`src/rtl/heads_up_pkg.sv`:
```
`default_nettype none
// ============================================================================
// Module   : heads_up_pkg
// Purpose  : Shared types and sizing for the heads-up collision detector.
// Revision : 1.0 - initial release
// ============================================================================
package heads_up_pkg;

  localparam int DEFAULT_NUM_ENEMIES = 4;
  localparam int OVL_CNT_W           = 16;

  typedef enum logic [1:0] {
    ST_IDLE     = 2'd0,
    ST_ARMED    = 2'd1,
    ST_COOLDOWN = 2'd2
  } state_e;

  // Index width that stays legal when only one enemy is configured.
  function automatic int idx_width(input int n);
    return (n > 1) ? $clog2(n) : 1;
  endfunction

endpackage
`default_nettype wire

```
`src/rtl/heads_up_priority_enc.sv`:
```
`default_nettype none
// ============================================================================
// Module   : heads_up_priority_enc
// Purpose  : Overlap flag and lowest-set enemy index for the current pixel.
// Revision : 1.0 - initial release
// ============================================================================
module heads_up_priority_enc
  import heads_up_pkg::*;
#(
  parameter int NUM_ENEMIES = DEFAULT_NUM_ENEMIES,
  parameter int IDX_W       = idx_width(NUM_ENEMIES)
) (
  input  logic                   player_i,
  input  logic [NUM_ENEMIES-1:0] heads_up_i,
  output logic                   overlap_o,
  output logic [IDX_W-1:0]       index_o
);

  assign overlap_o = player_i & (|heads_up_i);

  // Scan downward so the lowest set bit is the last one written.
  always_comb begin
    index_o = '0;
    for (int i = NUM_ENEMIES - 1; i >= 0; i--) begin
      if (heads_up_i[i]) index_o = IDX_W'(i);
    end
  end

endmodule
`default_nettype wire

```
`src/rtl/heads_up_collision_detector.sv`:
```
`default_nettype none
// ============================================================================
// Module   : heads_up_collision_detector
// Purpose  : Per-frame player/heads-up overlap counting with hit report and cooldown.
// Revision : 1.0 - initial release
// ============================================================================
module heads_up_collision_detector
  import heads_up_pkg::*;
#(
  parameter int NUM_ENEMIES        = DEFAULT_NUM_ENEMIES,
  parameter int MIN_OVERLAP_PIXELS = 4,
  parameter int COOLDOWN_FRAMES    = 30
) (
  input  logic                               clk,
  input  logic                               resetN,
  input  logic                               startOfFrame,
  input  logic [10:0]                        pixelX,
  input  logic [10:0]                        pixelY,
  input  logic                               enable,
  input  logic                               playerDrawingRequest,
  input  logic [NUM_ENEMIES-1:0]             headsUpDrawingRequest,
  output logic                               collisionPulse,
  output logic [idx_width(NUM_ENEMIES)-1:0]  collisionIndex,
  output logic [10:0]                        collisionX,
  output logic [10:0]                        collisionY,
  output logic                               inCooldown
);

  localparam int IDX_W = idx_width(NUM_ENEMIES);
  localparam int CD_W  = (COOLDOWN_FRAMES < 2) ? 1 : $clog2(COOLDOWN_FRAMES + 1);

  localparam logic [OVL_CNT_W-1:0] c_min_ovl = OVL_CNT_W'(MIN_OVERLAP_PIXELS);
  localparam logic [CD_W-1:0]      c_cd_load = CD_W'(COOLDOWN_FRAMES);
  localparam logic [CD_W-1:0]      c_cd_one  = CD_W'(1);

  state_e               state_q, state_d;
  logic [CD_W-1:0]      cd_cnt_q, cd_cnt_d;
  logic [OVL_CNT_W-1:0] ovl_cnt_q;
  logic                 first_q;
  logic [IDX_W-1:0]     hit_idx_q;
  logic [10:0]          hit_x_q, hit_y_q;
  logic                 pulse_q;
  logic [IDX_W-1:0]     out_idx_q;
  logic [10:0]          out_x_q, out_y_q;

  logic                 overlap;
  logic [IDX_W-1:0]     low_idx;
  logic                 fire;
  logic                 count_en;
  logic                 clr_frame;

  heads_up_priority_enc #(
    .NUM_ENEMIES (NUM_ENEMIES),
    .IDX_W       (IDX_W)
  ) u_prio (
    .player_i   (playerDrawingRequest),
    .heads_up_i (headsUpDrawingRequest),
    .overlap_o  (overlap),
    .index_o    (low_idx)
  );

  always_comb begin
    state_d  = state_q;
    cd_cnt_d = cd_cnt_q;
    fire     = 1'b0;
    if (!enable) begin
      state_d  = ST_IDLE;
      cd_cnt_d = '0;
    end else begin
      case (state_q)
        ST_IDLE: begin
          if (startOfFrame) state_d = ST_ARMED;
        end
        ST_ARMED: begin
          if (startOfFrame && (ovl_cnt_q >= c_min_ovl)) begin
            fire     = 1'b1;
            state_d  = ST_COOLDOWN;
            cd_cnt_d = c_cd_load;
          end
        end
        ST_COOLDOWN: begin
          if (startOfFrame) begin
            if (cd_cnt_q <= c_cd_one) begin
              state_d  = ST_ARMED;
              cd_cnt_d = '0;
            end else begin
              cd_cnt_d = cd_cnt_q - c_cd_one;
            end
          end
        end
        default: state_d = ST_IDLE;
      endcase
    end
  end

  // A pixel counts only toward a frame that is armed; the first armed frame
  // after IDLE starts empty even if its strobe carries an overlap.
  assign count_en  = overlap && (state_d == ST_ARMED) && (state_q != ST_IDLE);
  assign clr_frame = startOfFrame || !enable;

  always_ff @(posedge clk or negedge resetN) begin
    if (!resetN) begin
      state_q   <= ST_IDLE;
      cd_cnt_q  <= '0;
      ovl_cnt_q <= '0;
      first_q   <= 1'b0;
      hit_idx_q <= '0;
      hit_x_q   <= '0;
      hit_y_q   <= '0;
      pulse_q   <= 1'b0;
      out_idx_q <= '0;
      out_x_q   <= '0;
      out_y_q   <= '0;
    end else begin
      state_q  <= state_d;
      cd_cnt_q <= cd_cnt_d;
      pulse_q  <= fire;
      if (fire) begin
        out_idx_q <= hit_idx_q;
        out_x_q   <= hit_x_q;
        out_y_q   <= hit_y_q;
      end
      if (clr_frame) begin
        ovl_cnt_q <= count_en ? OVL_CNT_W'(1) : '0;
        first_q   <= count_en;
        if (count_en) begin
          hit_idx_q <= low_idx;
          hit_x_q   <= pixelX;
          hit_y_q   <= pixelY;
        end
      end else if (count_en) begin
        if (ovl_cnt_q != '1) ovl_cnt_q <= ovl_cnt_q + OVL_CNT_W'(1);
        if (!first_q) begin
          first_q   <= 1'b1;
          hit_idx_q <= low_idx;
          hit_x_q   <= pixelX;
          hit_y_q   <= pixelY;
        end
      end
    end
  end

  assign collisionPulse = pulse_q;
  assign collisionIndex = out_idx_q;
  assign collisionX     = out_x_q;
  assign collisionY     = out_y_q;
  assign inCooldown     = (state_q == ST_COOLDOWN);

endmodule
`default_nettype wire

```
`config.mk`:
```
export PLATFORM = sky130hd
export DESIGN_NAME = heads_up_collision_detector
export DESIGN_NICKNAME = d
export VERILOG_FILES = /design/src/rtl/heads_up_pkg.sv /design/src/rtl/heads_up_priority_enc.sv /design/src/rtl/heads_up_collision_detector.sv
export SDC_FILE = /design/constraint.sdc
export NUM_CORES = 1
export LEC_CHECK = 0
export ABC_CLOCK_PERIOD_IN_PS = 8100
export CAP_MARGIN = 40
export CORE_MARGIN = 4
export CORE_UTILIZATION = 40
export DETAILED_ROUTE_END_ITERATION = 8
export PLACE_DENSITY = 0.61
export SETUP_SLACK_MARGIN = 0.4
export SKIP_LAST_GASP = 1
export SLEW_MARGIN = 20
export SYNTH_ARGS = -nofsm -noshare
export SYNTH_HDL_FRONTEND = slang
export SYNTH_SLANG_ARGS = --single-unit
```
`constraint.sdc`:
```
create_clock -name clk -period 8.1 [get_ports clk]
set_clock_uncertainty 0.2 [all_clocks]
set_input_delay 1.215 -clock clk [delete_from_list [all_inputs] [get_ports clk]]
set_output_delay 1.215 -clock clk [all_outputs]
set_load 0.005 [all_outputs]
```
==> results.py <==
# Physical implementation metrics
metrics = {
    "floorplanning": {
        "core_um2": 8680,
        "die_area_um2": 10400,
    },
    "pwr": {
        "p_sw_w": 0.000201,
        "total_leakage_power_nw": 1.88,
    },
    "final_timing": {
        "worstMarginPinSlew_ns": 0.690,
        "slew_headroom_pct": 53.7,
        "rsz0062_at_grt": "false",
        "finalClockPeriodUsage_pct": 45.1,
        "finalHoldViolCount": 0,
    },
    "clocking": {
        "clockBufferDepth": 2,
    },
    "detailed_routing": {
        "top_layer": "met4",
        "wl_per_cell_um": 15.3,
    },
    "final_layout": {
        "clock_area_share_pct": 4.20,
        "non_clock_buffer_area_share_pct": 14.3,
        "layout-drive-gt1-share_pct": 23.6,
    },
    "synth": {
        "synthXorXnorAreaFrac_pct": 0,
        "yosysMostFrequentCell": "dfrtp_1",
        "synth_cells": 287,
        "synth-adder-area-share_pct": 1.42,
    },
    "grt": {
        "overflow": 0,
        "grt_pass1_vias": 2429,
        "grt_max_degree": 44,
        "grt.busiest_layer": "met2",
    },
    "worst_hold_path": {
        "worstHoldPathType": "reg -> reg",
    },
    "critical_path": {
        "worstReg2RegEnd": "hit_x_q[5]$_DFFE_PN0P_",
        "regToRegStartpoint": "ovl_cnt_q[6]$_DFFE_PN0P_",
    },
    "place": {
        "postPlaceCellArea_um2": 4200,
    },
    "run_status": {
        "status": "complete, no violations",
    },
}
[state kept, by name (all words and copies together), names as in the netlist]
register	flops
collisionY	11
hit_y_q	11
hit_idx_q	2
first_q	1
ovl_cnt_q	16
hit_x_q	11
state_q	2
collisionX	11
cd_cnt_q	5
collisionIndex	2
collisionPulse	1
[worst max-delay path: stages]
cell and delay (ns):
clkdlybuf4s50_1 0.70, o21ai_0 0.15, a211o_1 0.53, clkinv_2 0.15, and3_1 0.15, buf_4 0.39
mux2_2 0.39
[worst max-delay path by stage]
stage	to	from	cells past startpoint	slack, ns
3_5_place_dp	hit_x_q[5]$_DFFE_PN0P_	enable	7	4.09
6_report	hit_x_q[5]$_DFFE_PN0P_	startOfFrame	7	4.45
4_1_cts	hit_x_q[5]$_DFFE_PN0P_	startOfFrame	7	4.48
5_1_grt	hit_x_q[5]$_DFFE_PN0P_	startOfFrame	7	4.29
2_1_floorplan	collisionX[0]$_DFFE_PN0P_	startOfFrame	4	5.14
3_3_place_gp	hit_x_q[6]$_DFFE_PN0P_	startOfFrame	7	4.15
[placed cells by master (no fill, tap or decap), types with 3 or more instances in the layout]
cell type        synthesis  final
buf_4                    0      6
clkbuf_8                 0      9
clkinvlp_4               0      3
nor4_2                   3      3
o21ai_0                  4      4
clkdlybuf4s50_1          0     55
nand3_1                  7      7
ha_1                     4      4
nor2_1                   7      7
mux2_2                  28     28
or4_1                    3      3
a21oi_1                  4      4
nand2b_1                13     13
nor3_1                   5      4
nand2_1                 28     28
mux2i_1                 13     13
mux2_4                  20     20
o311ai_0                 3      3
dfrtp_1                 73     73
inv_1                   10     10
inv_6                    0      3
nand4_1                  5      5
nor4_1                   9      9
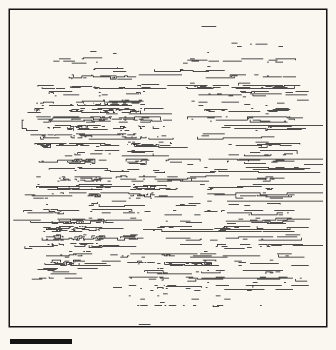
**Above:** signal wires on met1.
Scale bar: 20 um.
longest straight run: 32.2 um
nets with wire on the layer: 335
wire length on this layer: 3380 um
share of all routed wire: 48%
main direction: horizontal
via count: 2394
M1 GR Usage: 20.2%
final WL: 7030 um

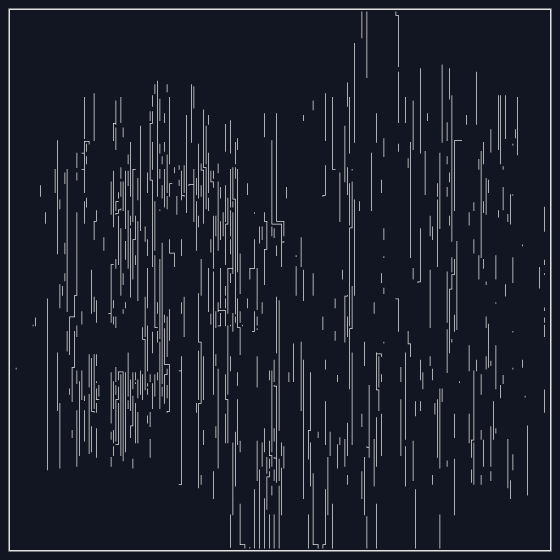
**Above:** signal wires on met2.
nets with wire on the layer: 335
main direction: vertical
longest straight run: 32.3 um
grt met2 use: 23.2%

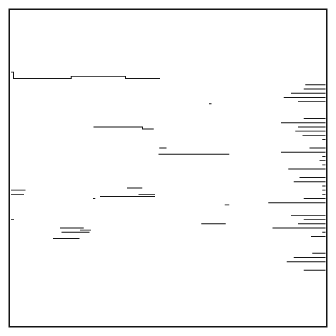
**Above:** the metal 3 layer.
longest straight run: 22.5 um
share of all routed wire: 6.0%
met3 usage: 3.69%

Power is estimated from default activity; no workload was simulated.
